### config.mk
export PLATFORM = sky130hd
export DESIGN_NAME = serial_magnitude_comparator
export DESIGN_NICKNAME = d
export VERILOG_FILES = /design/src/rtl/serial_magnitude_comparator.sv
export SDC_FILE = /design/constraint.sdc
export NUM_CORES = 1
export LEC_CHECK = 0
export CAP_MARGIN = 20
export CORE_MARGIN = 10
export CORE_UTILIZATION = 30
export CTS_CLUSTER_DIAMETER = 60
export DETAILED_ROUTE_END_ITERATION = 10
export GPL_ROUTABILITY_DRIVEN = 0
export SLEW_MARGIN = 15
export SYNTH_ARGS = -nofsm -noshare
export SYNTH_HDL_FRONTEND = slang
export SYNTH_SLANG_ARGS = --single-unit
### constraint.sdc
create_clock -name clk -period 1.2 [get_ports clk]
set_input_delay 0.24 -clock clk [delete_from_list [all_inputs] [get_ports clk]]
set_output_delay 0.24 -clock clk [all_outputs]
set_load 0.005 [all_outputs]
### src/rtl/serial_magnitude_comparator.sv
// serial_magnitude_comparator: MSB-first bit-serial compare reporting eq/gt/lt and bits examined
module serial_magnitude_comparator #(
  parameter int WIDTH = 8,
  parameter int CW = $clog2(WIDTH + 1)
) (
  input  logic             clk,
  input  logic             rst,
  input  logic             start,
  input  logic [WIDTH-1:0] A,
  input  logic [WIDTH-1:0] B,
  input  logic             msb_signed,
  output logic             busy,
  output logic             done,
  output logic             AeqB,
  output logic             AgtB,
  output logic             AltB,
  output logic [CW-1:0]    bits_used
);
  typedef enum logic [1:0] {IDLE, RUN, DONE} stateType;
  stateType state, stateNext;
  logic [WIDTH-1:0] capA, capB, capANext, capBNext;
  logic capSigned, capSignedNext;
  logic busyNext, doneNext, eqNext, gtNext, ltNext;
  logic [CW-1:0] bitsNext;
  logic accept, diff, aGreater;
  assign accept = start && state != RUN;
  assign diff = capA[WIDTH-1] ^ capB[WIDTH-1];
  assign aGreater = (capSigned && bits_used == '0) ? capB[WIDTH-1] : capA[WIDTH-1];
  always_comb begin
    stateNext = state;
    capANext = capA;
    capBNext = capB;
    capSignedNext = capSigned;
    busyNext = busy;
    doneNext = 1'b0;
    eqNext = AeqB;
    gtNext = AgtB;
    ltNext = AltB;
    bitsNext = bits_used;
    if (accept) begin
      capANext = A;
      capBNext = B;
      capSignedNext = msb_signed;
      eqNext = 1'b0;
      gtNext = 1'b0;
      ltNext = 1'b0;
      bitsNext = '0;
      busyNext = 1'b1;
      stateNext = RUN;
    end else if (state == RUN) begin
      bitsNext = bits_used + CW'(1);
      capANext = capA << 1;
      capBNext = capB << 1;
      if (diff || bits_used == CW'(WIDTH - 1)) begin
        eqNext = !diff;
        gtNext = diff && aGreater;
        ltNext = diff && !aGreater;
        doneNext = 1'b1;
        busyNext = 1'b0;
        stateNext = DONE;
      end
    end else if (state == DONE) begin
      stateNext = IDLE;
    end
  end
  always_ff @(posedge clk) begin
    if (rst) begin
      state <= IDLE;
      capA <= '0;
      capB <= '0;
      capSigned <= 1'b0;
      busy <= 1'b0;
      done <= 1'b0;
      AeqB <= 1'b0;
      AgtB <= 1'b0;
      AltB <= 1'b0;
      bits_used <= '0;
    end else begin
      state <= stateNext;
      capA <= capANext;
      capB <= capBNext;
      capSigned <= capSignedNext;
      busy <= busyNext;
      done <= doneNext;
      AeqB <= eqNext;
      AgtB <= gtNext;
      AltB <= ltNext;
      bits_used <= bitsNext;
    end
  end
endmodule

==> flow.log, run 1 <==
[flow] collecting metrics
INFO  metric run_status = finished, violations left
INFO  metric failed_checks = setup timing
INFO  metric antenna-diode-count = 0
INFO  metric synthDominantAreaCellType = sky130_fd_sc_hd__dfxtp_1
INFO  metric setup_viol = 6
INFO  metric route.met3.wl = 225 um
INFO  metric crit_path_end_kind = flop
INFO  metric synth-edff-count = 0
INFO  metric gr-total-overflow = 0
INFO  metric cts_max_level = 1
INFO  metric yosys-top-cells-area = sky130_fd_sc_hd__dfxtp_1 (46%), sky130_fd_sc_hd__mux2i_1 (14%), sky130_fd_sc_hd__a211oi_1 (8.6%)
INFO  metric ys_top_logic_family = AND-OR/OR-AND gates
INFO  metric timing.hold.worst_path_depth = 2
INFO  metric cts.path.max_buffers = 2
INFO  metric flop_cell = sky130_fd_sc_hd__dfxtp_1
INFO  metric via_per_inst = 4.78
INFO  metric drc = 0
INFO  metric nFillCells = approximately 390
INFO  metric synth_sequential_area_ratio = 45.7%
INFO  metric numSynthFlops = 28
INFO  metric grt_first_pass_wirelength = 5150 um
INFO  metric fin_cells = 222
INFO  metric clock.fmax = 0.787 GHz
INFO  metric hold_violations_final = 0
INFO  metric crit_path_setup_slack_layout = -71.0 ps
INFO  metric final_layout_size_suffix_gt1_share = around 28%
INFO  metric floorplan.core_area = approximately 4000 um2
INFO  metric clock-skew-final = about 4 ps
INFO  metric leakage = around 0.80 nW
INFO  metric cp.arrival = ~1400 ps
INFO  metric cp_data_required_time = 1350 ps
INFO  metric finalWorstPathRequiredPeriod = about 1300 ps
INFO  metric setup_repair_after_global_routing_missed_its_margin = true
INFO  metric met2_length = 1340 um
INFO  metric final_tally_of_max_slew_violations = 0
INFO  metric asyncSetResetFlopFracSynth = 0%
INFO  metric irDropWorstVdd = 908 uV
run 1: timing repair:
action / in CTS / in global routing
pin swaps: 7 / 8
setup endpoints to repair: 28 / 24
buffers inserted: 5 / 1
resized: 24 / 14
gates cloned: 0 / 1
run 1: flip-flops by register name, summed over array words and instances (netlist names):
name       flops
AgtB           1
capB           8
AltB           1
AeqB           1
capSigned      1
done           1
bits_used      4
state          2
capA           8
busy           1
run 1: stage by stage:
stage	hold WS, ps	setup TNS (ps)	worst slack (ps)
2_1_floorplan	388	0	19.2
3_3_place_gp	466	-4470	-193
3_5_place_dp	477	-5100	-236
4_1_cts	493	-220	-83.4
5_1_grt	525	-685	-142
6_report	486	-264	-71.0
run 1: worst max path at each step:
stage	startpoint	end	slack [ps]
3_5_place_dp	start	AgtB	-240
3_3_place_gp	start	AgtB	-190
5_1_grt	bits_used[1]	AgtB	-140
2_1_floorplan	bits_used[0]	AgtB	20
6_report	bits_used[1]	AgtB	-70
4_1_cts	bits_used[0]	AgtB	-80
run 1: report_power, final:
group | internal, W | switching (W)
registers | 0.00101 | 0.0000500
logic | 0.000264 | 0.000206
clock network | 0.000225 | 0.000280
total | 0.00150 | 0.000536
run 1: layout make-up:
class / instances / area [um2] / area share [%]
clock buffers: 3 / 41.3 / 2.24
inverters: 4 / 15.0 / 0.814
multi-input cells: 85 / 661 / 35.8
flip-flops and latches: 28 / 574 / 31.1
well taps: 50 / 62.6 / 3.39
repair buffers: 52 / 492 / 26.6
run 1: worst max-delay path, stage by stage, from the launching register on:
cell                       delay [ps]
sky130_fd_sc_hd__dfxtp_2          350
sky130_fd_sc_hd__inv_2             60
sky130_fd_sc_hd__ha_4             120
sky130_fd_sc_hd__nor4bb_4         200
sky130_fd_sc_hd__mux2i_1          290
sky130_fd_sc_hd__o32ai_1          120
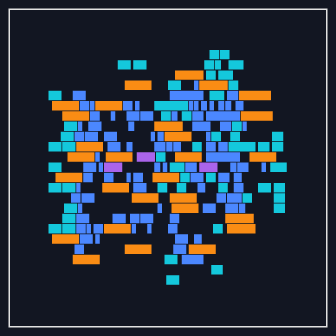
*Placement by cell class, run 1*
color	class	cells	share of their area
purple	clock drivers	3	2.3%
orange	sequential cells	28	32%
blue	combinational and other logic	89	38%
cyan	remaining buffers and delay cells	52	28%

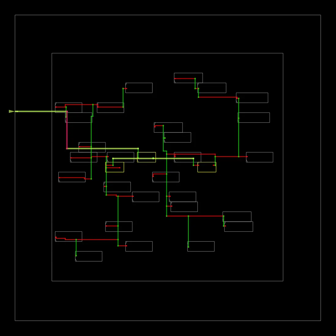
*Clock routing, run 1*
number of sinks handled by clock tree synthesis: 28
insertion delay at the late pin of the worst-skew pair: 270 ps
Clock Power: 0.000505 W
TritonCTS Buffers: 3

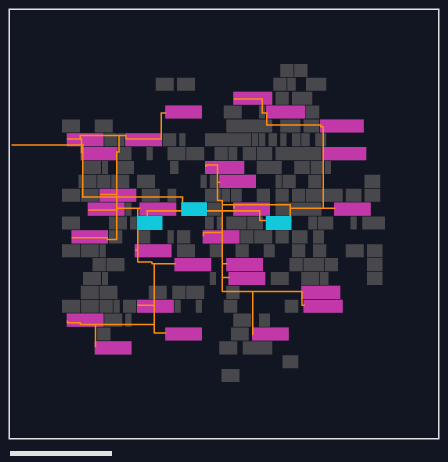
*Clock network drawn from the DEF, run 1*
Bar = 20 um.
[cyan] clock drivers | count: 3
[orange] clock wires | length: 339 um
[magenta] flip-flops | count: 28
routed clock nets	4

==> run 2, diff against run 1 <==
Settings changed: CELL_PAD_IN_SITES_DETAIL_PLACEMENT set to 1, CELL_PAD_IN_SITES_GLOBAL_PLACEMENT set to 2, CORE_UTILIZATION 30 to 26, PLACE_DENSITY_LB_ADDON set to 0.1.
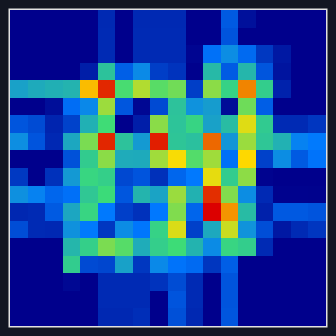
*Wire density map, run 2*
The die is cut into 18 by 18 equal tiles; dark blue is low, red is high, scaled to the fullest tile. Values are wire area over tile area, all layers added.
fullest tile	0.32
mean over tiles	0.066
nearly empty tiles	34%
tiles over half the peak	11%
densest ninth of the die	center

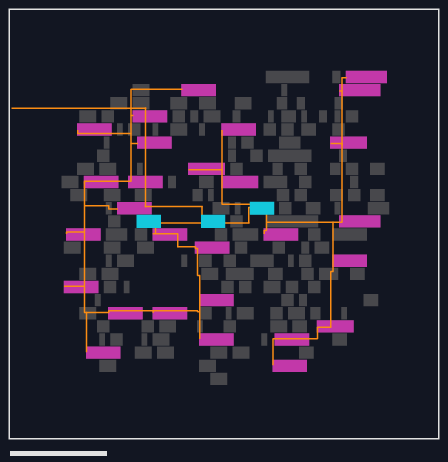
*Clock network drawn from the DEF, run 2*
Bar = 20 um.
[magenta] flip-flops | count: 28
[cyan] clock drivers | count: 3
[orange] clock wires | length: 382 um
routed clock nets	4

==> run 2 against run 1 <==
Effect of this change: the flow still finishes with violations (setup timing); sequential cell count did not move; critical path depth unchanged; first-iteration DRC count shrank 36%; largest cell class unchanged; highest routed layer unchanged.
==> flow.log, run 2 <==
[flow] collecting metrics
INFO  metric irDropWorstVdd = 862 uV (was 908 uV)
INFO  metric syn_to_layout_area_delta = 53.1% (was 50.5%)
INFO  metric cp_data_required_time = 1360 ps (was 1350 ps)
INFO  metric ys_chip_area = 1230 um2 (unchanged)
INFO  metric met2_length = 1700 um (was 1340 um)
INFO  metric chipArea = 7860 um2 (was 7040 um2)
INFO  metric worst_path_largest_cell_delay = 370 ps (was 350 ps)
INFO  metric place.detailed.instances = 222 (was 214)
INFO  metric cts.path.max_buffers = 2 (unchanged)
INFO  metric grt_most_used_layer = met2 (unchanged)
INFO  metric grt_first_pass_wirelength = 5750 um (was 5150 um)
INFO  metric detailedPlace.worstSlack = -298 ps (was -236 ps)
INFO  metric clock_tree.root_cell = sky130_fd_sc_hd__clkbuf_8 (unchanged)
INFO  metric initial_core_util = 27.4% (was 30.9%)
INFO  metric min_from = AgtB (unchanged)
INFO  metric post_synth.cell_area_avg = 9.73 um2 (unchanged)
INFO  metric synthDominantAreaCellType = sky130_fd_sc_hd__dfxtp_1 (unchanged)
INFO  metric ys_top_logic_family = AND-OR/OR-AND gates (unchanged)
INFO  metric fin_cells = 229 (was 222)
INFO  metric biggestRegsByFlops = capA: 8 flops, capB: 8 flops, bits_used: 4 flops (unchanged)
INFO  metric design.portCount = 29 (unchanged)
INFO  metric crit_path_setup_slack_layout = -93.2 ps (was -71.0 ps)
INFO  metric clock_sink_count = 28 (unchanged)
INFO  metric die_h = 88.7 um (was 83.9 um)
INFO  metric synth_largest_type_area_fraction = 45.7% (unchanged)
INFO  metric setup_viol = 5 (was 6)
INFO  metric grt_met3_use = 3.22% (was 4.20%)
INFO  metric layout.cells.most_common = sky130_fd_sc_hd__buf_4 (was sky130_fd_sc_hd__dfxtp_1)
INFO  metric crit_slowest_cell = sky130_fd_sc_hd__dfxtp_4 (was sky130_fd_sc_hd__dfxtp_2)
INFO  metric floorplan.core_area = 4470 um2 (was 3970 um2)
INFO  metric drt-wirelength-per-cell = 14.8 um (was 13.5 um)
INFO  metric clock-skew-final = 6.01 ps (was 4.06 ps)
INFO  metric critical_path.max_fanout = 4 (was 3)
INFO  metric critical_path.cell_chain = inv_4 -> ha_4 -> nor4bb_4 -> mux2i_2 -> o32ai_1 (was inv_2 -> ha_4 -> nor4bb_4 -> mux2i_1 -> o32ai_1)
INFO  metric asyncSetResetFlopFracSynth = 0% (unchanged)
INFO  metric via_per_inst = 4.75 (was 4.78)
INFO  metric grt_use_total = 9.11% (was 8.43%)
INFO  metric synth-edff-count = 0 (unchanged)
INFO  metric crit_path_end_kind = flop (unchanged)
INFO  metric clock.fmax = 0.773 GHz (was 0.787 GHz)
INFO  metric slew_headroom = 82.4% (was 76.6%)
INFO  metric cp.arrival = 1450 ps (was 1420 ps)
INFO  metric synthesis.nets = 148 (unchanged)
INFO  metric critical_path.startpoint_type = flop (unchanged)
INFO  metric clock_latency = 270 ps (about the same)
INFO  metric timing.hold.ws = 477 ps (was 486 ps)
INFO  metric antenna-diode-count = 0 (unchanged)
INFO  metric setup_repair_after_global_routing_missed_its_margin = true (unchanged)
INFO  metric row_count = 24 (was 23)
INFO  metric leakage = 0.828 nW (was 0.797 nW)
INFO  metric timing.setup.tns = -295 ps (was -264 ps)
INFO  metric maxCapViolations = 0 (unchanged)
INFO  metric timing.hold.worst_path_depth = 2 (unchanged)
INFO  metric worst_path_dominant_cell_family = flip-flops (unchanged)
INFO  metric numSynthFlops = 28 (unchanged)
INFO  metric failed_checks = setup timing (unchanged)
INFO  metric path_buffers = 1 (unchanged)
INFO  metric yosys-stat-cells = 126 (unchanged)
INFO  metric yosys-top-cells-area = sky130_fd_sc_hd__dfxtp_1 (46%), sky130_fd_sc_hd__mux2i_1 (14%), sky130_fd_sc_hd__a211oi_1 (8.6%) (unchanged)
INFO  metric globalRouteMet2Util = 16.0% (was 13.3%)
INFO  metric timing.rr.end = AgtB (unchanged)
INFO  metric cycle_use_final = 108% (was 106%)
INFO  metric hold_violations_final = 0 (unchanged)
INFO  metric final_tally_of_max_slew_violations = 0 (unchanged)
INFO  metric netlist-cell-type-count = 28 (unchanged)
INFO  metric drc = 0 (unchanged)
INFO  metric route.met3.wl = 147 um (was 225 um)
INFO  metric routedLengthMet1 = 1510 um (was 1420 um)
INFO  metric grt_start_max_net_pins = 21 (unchanged)
INFO  metric final_layout_size_suffix_gt1_share = 29.4% (was 28.5%)
INFO  metric flop_cell = sky130_fd_sc_hd__dfxtp_1 (unchanged)
INFO  metric antenna_found_initial = 0 (unchanged)
INFO  metric tritoncts_buffers = 3 (unchanged)
INFO  metric initialDrtViolationCount = 29 (was 45)
INFO  metric synth_sequential_area_ratio = 45.7% (unchanged)
INFO  metric final_core_occ = 41.9% (was 46.5%)
INFO  metric final_antenna_net_count = 0 (unchanged)
INFO  metric commonest_cells_after_routing_fill_and_taps_aside = sky130_fd_sc_hd__buf_4 (25), sky130_fd_sc_hd__dfxtp_1 (21), sky130_fd_sc_hd__nor2_1 (18), sky130_fd_sc_hd__clkdlybuf4s50_1 (18), sky130_fd_sc_hd__mux2i_1 (16) (was sky130_fd_sc_hd__dfxtp_1 (21), sky130_fd_sc_hd__buf_4 (19), sky130_fd_sc_hd__clkdlybuf4s50_1 (18), sky130_fd_sc_hd__mux2i_1 (17), sky130_fd_sc_hd__nor2_1 (17))
INFO  metric hpwlAfterDp = 2510 um (was 2160 um)
INFO  metric gr-total-overflow = 0 (unchanged)
INFO  metric run_status = finished, violations left (unchanged)
INFO  metric cts_max_level = 1 (unchanged)
INFO  metric chipWidth = 88.7 um (was 83.9 um)
INFO  metric finalWorstPathRequiredPeriod = 1290 ps (was 1270 ps)
==> run 2: cell families (layout without fill, tap and decap cells) <==
group,count (synthesis),after routing
adders and majority gates,2,2
xor gates and xnor gates,3,3
muxes,17,17
buffers and inverters,13,63
and+or+nand+nor,35,36
DFF,28,28
AOI/OAI and AO/OA,28,28
==> run 2: power breakdown <==
part | total [W] | switching (W) | internal [W]
Clock | 0.000741 | 0.000295 | 0.000446
Combinational | 0.000504 | 0.000217 | 0.000287
Sequential | 0.00106 | 0.0000508 | 0.00101
==> run 2: what timing repair did <==
| action | CTS | global route |
|---|---|---|
| gates resized | 28 | 9 |
| endpoints found under the hold margin | 0 | 0 |
| cloned | 0 | 1 |
| pin swaps | 6 | 2 |
| setup buffers | 3 | 0 |
| setup endpoints to repair | 34 | 23 |
==> run 2: worst register-to-register path, stage by stage (launching register included) <==
cell,delay [ps]
sky130_fd_sc_hd__dfxtp_4,370
sky130_fd_sc_hd__inv_4,60
sky130_fd_sc_hd__ha_4,120
sky130_fd_sc_hd__nor4bb_4,240
sky130_fd_sc_hd__mux2i_2,290
sky130_fd_sc_hd__o32ai_1,100
==> run 2: layout make-up <==
cell class | count | area (um2)
fillers | 505 | 2600
multi-input cells | 86 | 659
flip-flops and latches | 28 | 577
repair buffers | 55 | 487
well taps | 52 | 65.1
clock buffers | 3 | 41.3
clock inverters | 1 | 30.0
inverters | 4 | 17.5
==> run 2: how the worst max path moves through the flow <==
stage	start	endpoint	slack [ps]	cells after the start
after global routing	bits_used[1]	AgtB	-170	5
after CTS	bits_used[1]	AgtB	-120	5
final	bits_used[1]	AgtB	-90	5
after floorplan	bits_used[0]	AgtB	20	5
after detailed placement	start	capB[7]	-300	4
after global placement	start	capA[7]	-240	4
Power and IR drop assume default switching activity.
